[config.mk]
export PLATFORM = sky130hd
export DESIGN_NAME = mem_arbiter
export DESIGN_NICKNAME = d
export VERILOG_FILES = /design/src/rtl/mem_arbiter.sv
export SDC_FILE = /design/constraint.sdc
export NUM_CORES = 1
export LEC_CHECK = 0
export CAP_MARGIN = 10
export CORE_AREA = 4 4 105 107
export DETAILED_ROUTE_END_ITERATION = 8
export DIE_AREA = 0 0 109 111
export PLACE_DENSITY = 0.71
export SETUP_SLACK_MARGIN = 0.05
export SLEW_MARGIN = 15
export SYNTH_ARGS = -nofsm -noshare
export SYNTH_HDL_FRONTEND = slang
export SYNTH_SLANG_ARGS = --single-unit
[constraint.sdc]
create_clock -name clk -period 2.8 [get_ports clk]
set_input_delay 0.56 -clock clk [delete_from_list [all_inputs] [get_ports clk]]
set_output_delay 0.56 -clock clk [all_outputs]
set_load 0.01 [all_outputs]
[src/rtl/mem_arbiter.sv]
// Two-master memory arbiter: a fetch port (imem) and a data port (dmem)
// share one memory port. At most one transaction is in flight.
// The data port wins by default. A starvation counter forces a fetch grant
// after STARVE_LIMIT data grants while a fetch is waiting.
module mem_arbiter #(
  parameter int STARVE_LIMIT = 4
) (
  input  logic        clk,
  input  logic        rst,
  input  logic        imem_req,
  input  logic [31:0] imem_addr,
  output logic        imem_ready,
  output logic        imem_rvalid,
  output logic [31:0] imem_rdata,
  input  logic        dmem_req,
  input  logic [3:0]  dmem_we,
  input  logic [31:0] dmem_addr,
  input  logic [31:0] dmem_wdata,
  output logic        dmem_ready,
  output logic        dmem_rvalid,
  output logic [31:0] dmem_rdata,
  output logic        mem_req,
  output logic [3:0]  mem_we,
  output logic [31:0] mem_addr,
  output logic [31:0] mem_wdata,
  input  logic        mem_gnt,
  input  logic        mem_rvalid,
  input  logic [31:0] mem_rdata,
  output logic        stray_rsp
);

  localparam int CW = (STARVE_LIMIT < 1) ? 1 : $clog2(STARVE_LIMIT + 1);
  localparam logic [CW-1:0] LIMIT = CW'(STARVE_LIMIT);

  typedef enum logic {IDLE, WAIT} state_t;
  typedef enum logic {OWN_IMEM, OWN_DMEM} owner_t;

  state_t          state, state_next;
  owner_t          owner, owner_next;
  logic [CW-1:0]   starve_cnt, starve_next;
  logic            forced, sel_dmem, sel_imem;

  // State register: FSM state, owner of the outstanding transaction, starvation count
  always_ff @(posedge clk) begin
    if (rst) begin
      state      <= IDLE;
      owner      <= OWN_IMEM;
      starve_cnt <= '0;
    end else begin
      state      <= state_next;
      owner      <= owner_next;
      starve_cnt <= starve_next;
    end
  end

  // Arbitration, next-state logic and all outputs; reset forces outputs low
  always_comb begin
    state_next  = state;
    owner_next  = owner;
    starve_next = starve_cnt;
    imem_ready  = 1'b0;
    imem_rvalid = 1'b0;
    dmem_ready  = 1'b0;
    dmem_rvalid = 1'b0;
    mem_req     = 1'b0;
    mem_we      = 4'h0;
    mem_addr    = 32'h0;
    mem_wdata   = 32'h0;
    stray_rsp   = 1'b0;
    imem_rdata  = mem_rdata;
    dmem_rdata  = mem_rdata;
    forced      = imem_req && (starve_cnt == LIMIT);
    sel_dmem    = dmem_req && !forced;
    sel_imem    = imem_req && !sel_dmem;

    if (!rst) begin
      unique case (state)
        IDLE: begin
          mem_req    = imem_req | dmem_req;
          if (sel_dmem) begin
            mem_we    = dmem_we;
            mem_addr  = dmem_addr;
            mem_wdata = dmem_wdata;
          end else if (sel_imem) begin
            mem_addr  = imem_addr;
          end
          imem_ready = mem_gnt & sel_imem;
          dmem_ready = mem_gnt & sel_dmem;
          // A response can never belong to a grant made in this same cycle
          stray_rsp  = mem_rvalid;
          if (!imem_req) begin
            starve_next = '0;
          end
          if (mem_gnt && (imem_req || dmem_req)) begin
            state_next = WAIT;
            owner_next = sel_dmem ? OWN_DMEM : OWN_IMEM;
            if (sel_imem) begin
              starve_next = '0;
            end else if (imem_req && (starve_cnt != LIMIT)) begin
              starve_next = starve_cnt + 1'b1;
            end
          end
        end
        WAIT: begin
          imem_rvalid = mem_rvalid & (owner == OWN_IMEM);
          dmem_rvalid = mem_rvalid & (owner == OWN_DMEM);
          if (mem_rvalid) begin
            state_next = IDLE;
          end
        end
        default: begin
          state_next = IDLE;
        end
      endcase
    end
  end

endmodule

Figure 1. Sizing map.
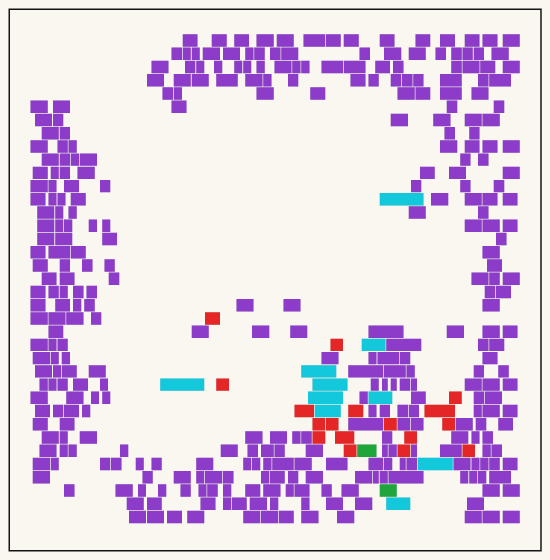
_3 and _4 cells: shown in red, cells 17, share 4.5%. _2 cells: shown in green, cells 2, share 0.53%. _6 and larger: shown in cyan, cells 10, share 2.7%. _0 and _1 cells: shown in purple, cells 348, share 92%.
Final WS setup: 0.0746 ns
nonclk buf count: 198
post-route cell area: 3320 um^2
area grow syn2layout: 91.7%

Figure 2. Placement view.
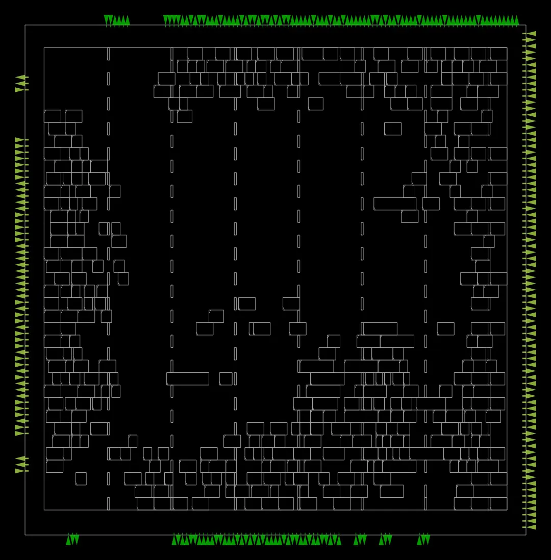
Layout fillers: 1103
Finished Layout Cells: 514
# Taps: 136
flop count: 5
Final Util: 0.327

Figure 3. Placement by cell class.
Fill, decap, tap and diode cells in grey.
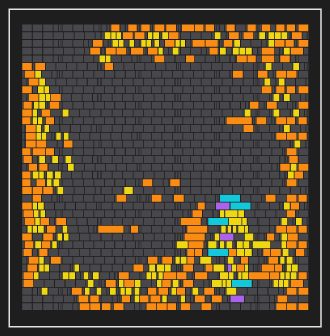
sequential cells: shown in cyan, cells 5, share of their area 3.2%. clock drivers and dummy loads: shown in purple, cells 4, share of their area 1.4%. combinational and other logic: shown in yellow, cells 170, share of their area 32%. remaining buffers and delay cells: shown in orange, cells 198, share of their area 63%.

Figure 4. I/O nets highlighted.
Scale bar: 20 um.
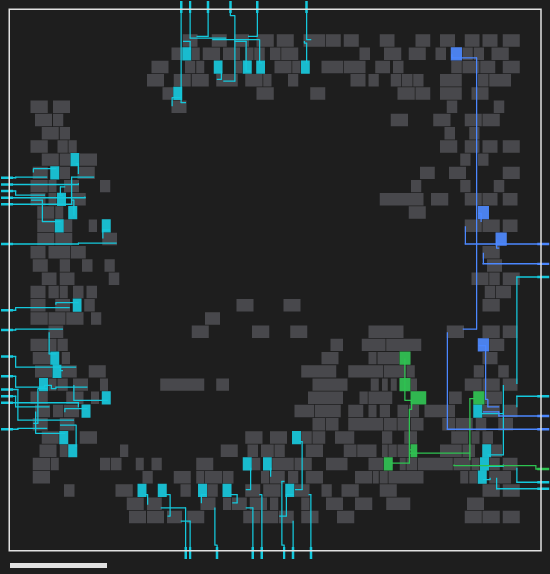
mem_gnt: shown in green, bits 1, direction input, edge east, end cells 6, buffers 1, wire 71.5 um. mem_addr: shown in cyan, bits 32, direction output, edge 14 west, 8 south, 6 north, 4 east, end cells 32, buffers 32, wire 590 um. dmem_we: shown in blue, bits 4, direction input, edge east, end cells 4, buffers 4, wire 168 um.
IO Count: 276
port bufs: 179

## routing by layer
metal	part of all wire	vias to the layer above	global-route usage
met4	0.015	4	0.0354
li1	-	1092	-
met2	0.45	162	0.223
met3	0.14	26	0.0652
met1	0.40	1113	0.158
met5	0.0021	-	0
## path summary, 6_finish.rpt
check           startpoint             to
max               imem_req  mem_wdata[19]
max reg2reg  starve_cnt[0]  starve_cnt[2]
min          starve_cnt[0]  starve_cnt[0]
min reg2reg  starve_cnt[0]  starve_cnt[0]
## stage by stage
step | util | setup slack [ns] | setup TNS, ns
after detailed placement | 0.318 | -0.0745 | -1.33
after global routing | 0.327 | 0.000720 | 0
final | 0.327 | 0.0746 | 0
after global placement | 0.318 | -0.0708 | -0.834
after CTS | 0.318 | -0.0275 | -0.102
after floorplan | - | 0.769 | 0
## logic make-up (layout without fill, tap and decap cells)
| logic type | count (synthesis) | after routing | share of synthesized area |
|---|---|---|---|
| AND/OR/NAND/NOR | 121 | 122 | 0.420 |
| buffers and inverters | 94 | 205 | 0.373 |
| AND-OR/OR-AND | 42 | 42 | 0.129 |
| flip-flops | 5 | 5 | 0.0578 |
| adder cells (fa/ha/maj) | 2 | 2 | 0.0144 |
| multiplexers | 1 | 1 | 0.00650 |
| other | 0 | 1 | 0 |
## layout make-up
| class | instances | area (um^2) | share of cell area |
|---|---|---|---|
| Timing Repair Buffer | 198 | 1980 | 0.597 |
| Multi-Input combinational cell | 167 | 1010 | 0.303 |
| Tap cell | 136 | 170 | 0.0513 |
| Sequential cell | 5 | 100 | 0.0302 |
| Clock buffer | 4 | 45.0 | 0.0136 |
| Inverter | 3 | 11.3 | 0.00339 |
| Antenna cell | 1 | 2.50 | 0.000754 |
## state kept, by name, indices dropped and copies added, names as in the netlist
signal	flops
owner	1
state	1
starve_cnt	3
==> Slide: Implementation Results <==
Key Metrics from the Run

Run status
  – Status: completed

Power
  – Top power group: combinational cells
  – Net switching power: 0.214 mW
  – Lkg Pwr: roughly 1.6 nW
  – Final Power: 0.640 mW
  – Sequential power: roughly 0.079 mW
  – Switch share: 0.334

Cells and area
  – Nets: between 500 and 600

Detailed routing
  – Vias per std cell: about 4.7
  – Via count: 2397
  – DRT Pass-1 Iters: 4
  – DRC errors left: 0

Logic synthesis
  – Synth async-reset ratio: 0
  – Max-area cell share: 0.286
  – Ys cells: roughly 270
  – Top area cell types: buf_4 (29%), and2_1 (14%), nand4_1 (12%)
  – Post-synth seq share: 0.0578
  – Mapped Area: 1730 um^2
  – Post-Syn Instances: 265
  – Most used DFF post-synth: dfxtp_1

CTS
  – CTS Hold Bufs: 0
  – Worst-Skew Late Latency: ~0.23 ns

Setup path
  – Slowest stage delay, CP: 0.52 ns
  – R2R Setup Slk: between 1 and 1.5 ns
  – CP Class: in2out
  – Worst setup SP type: input pin
  – Setup crit end kind: primary output
  – WP depth: 7
  – Worst r2r path cells: 6

Timing
  – Fmax: 367 MHz
  – Hold Worst Slack: 0.495 ns
  – Clock skew: 0.00456 ns
  – RSZ-0062 raised after global routing: true
  – Rel. slew slack: 0.751

GRT
  – Initial antenna violation count: 3

Placed design
  – Gpl congestion: between 0.7 and 0.8

Min path
  – Hold Crit Class: reg2reg

Die
  – FP Util: 0.171

Job
  – Max-cap viol count: 0
Power and IR drop assume default switching activity.
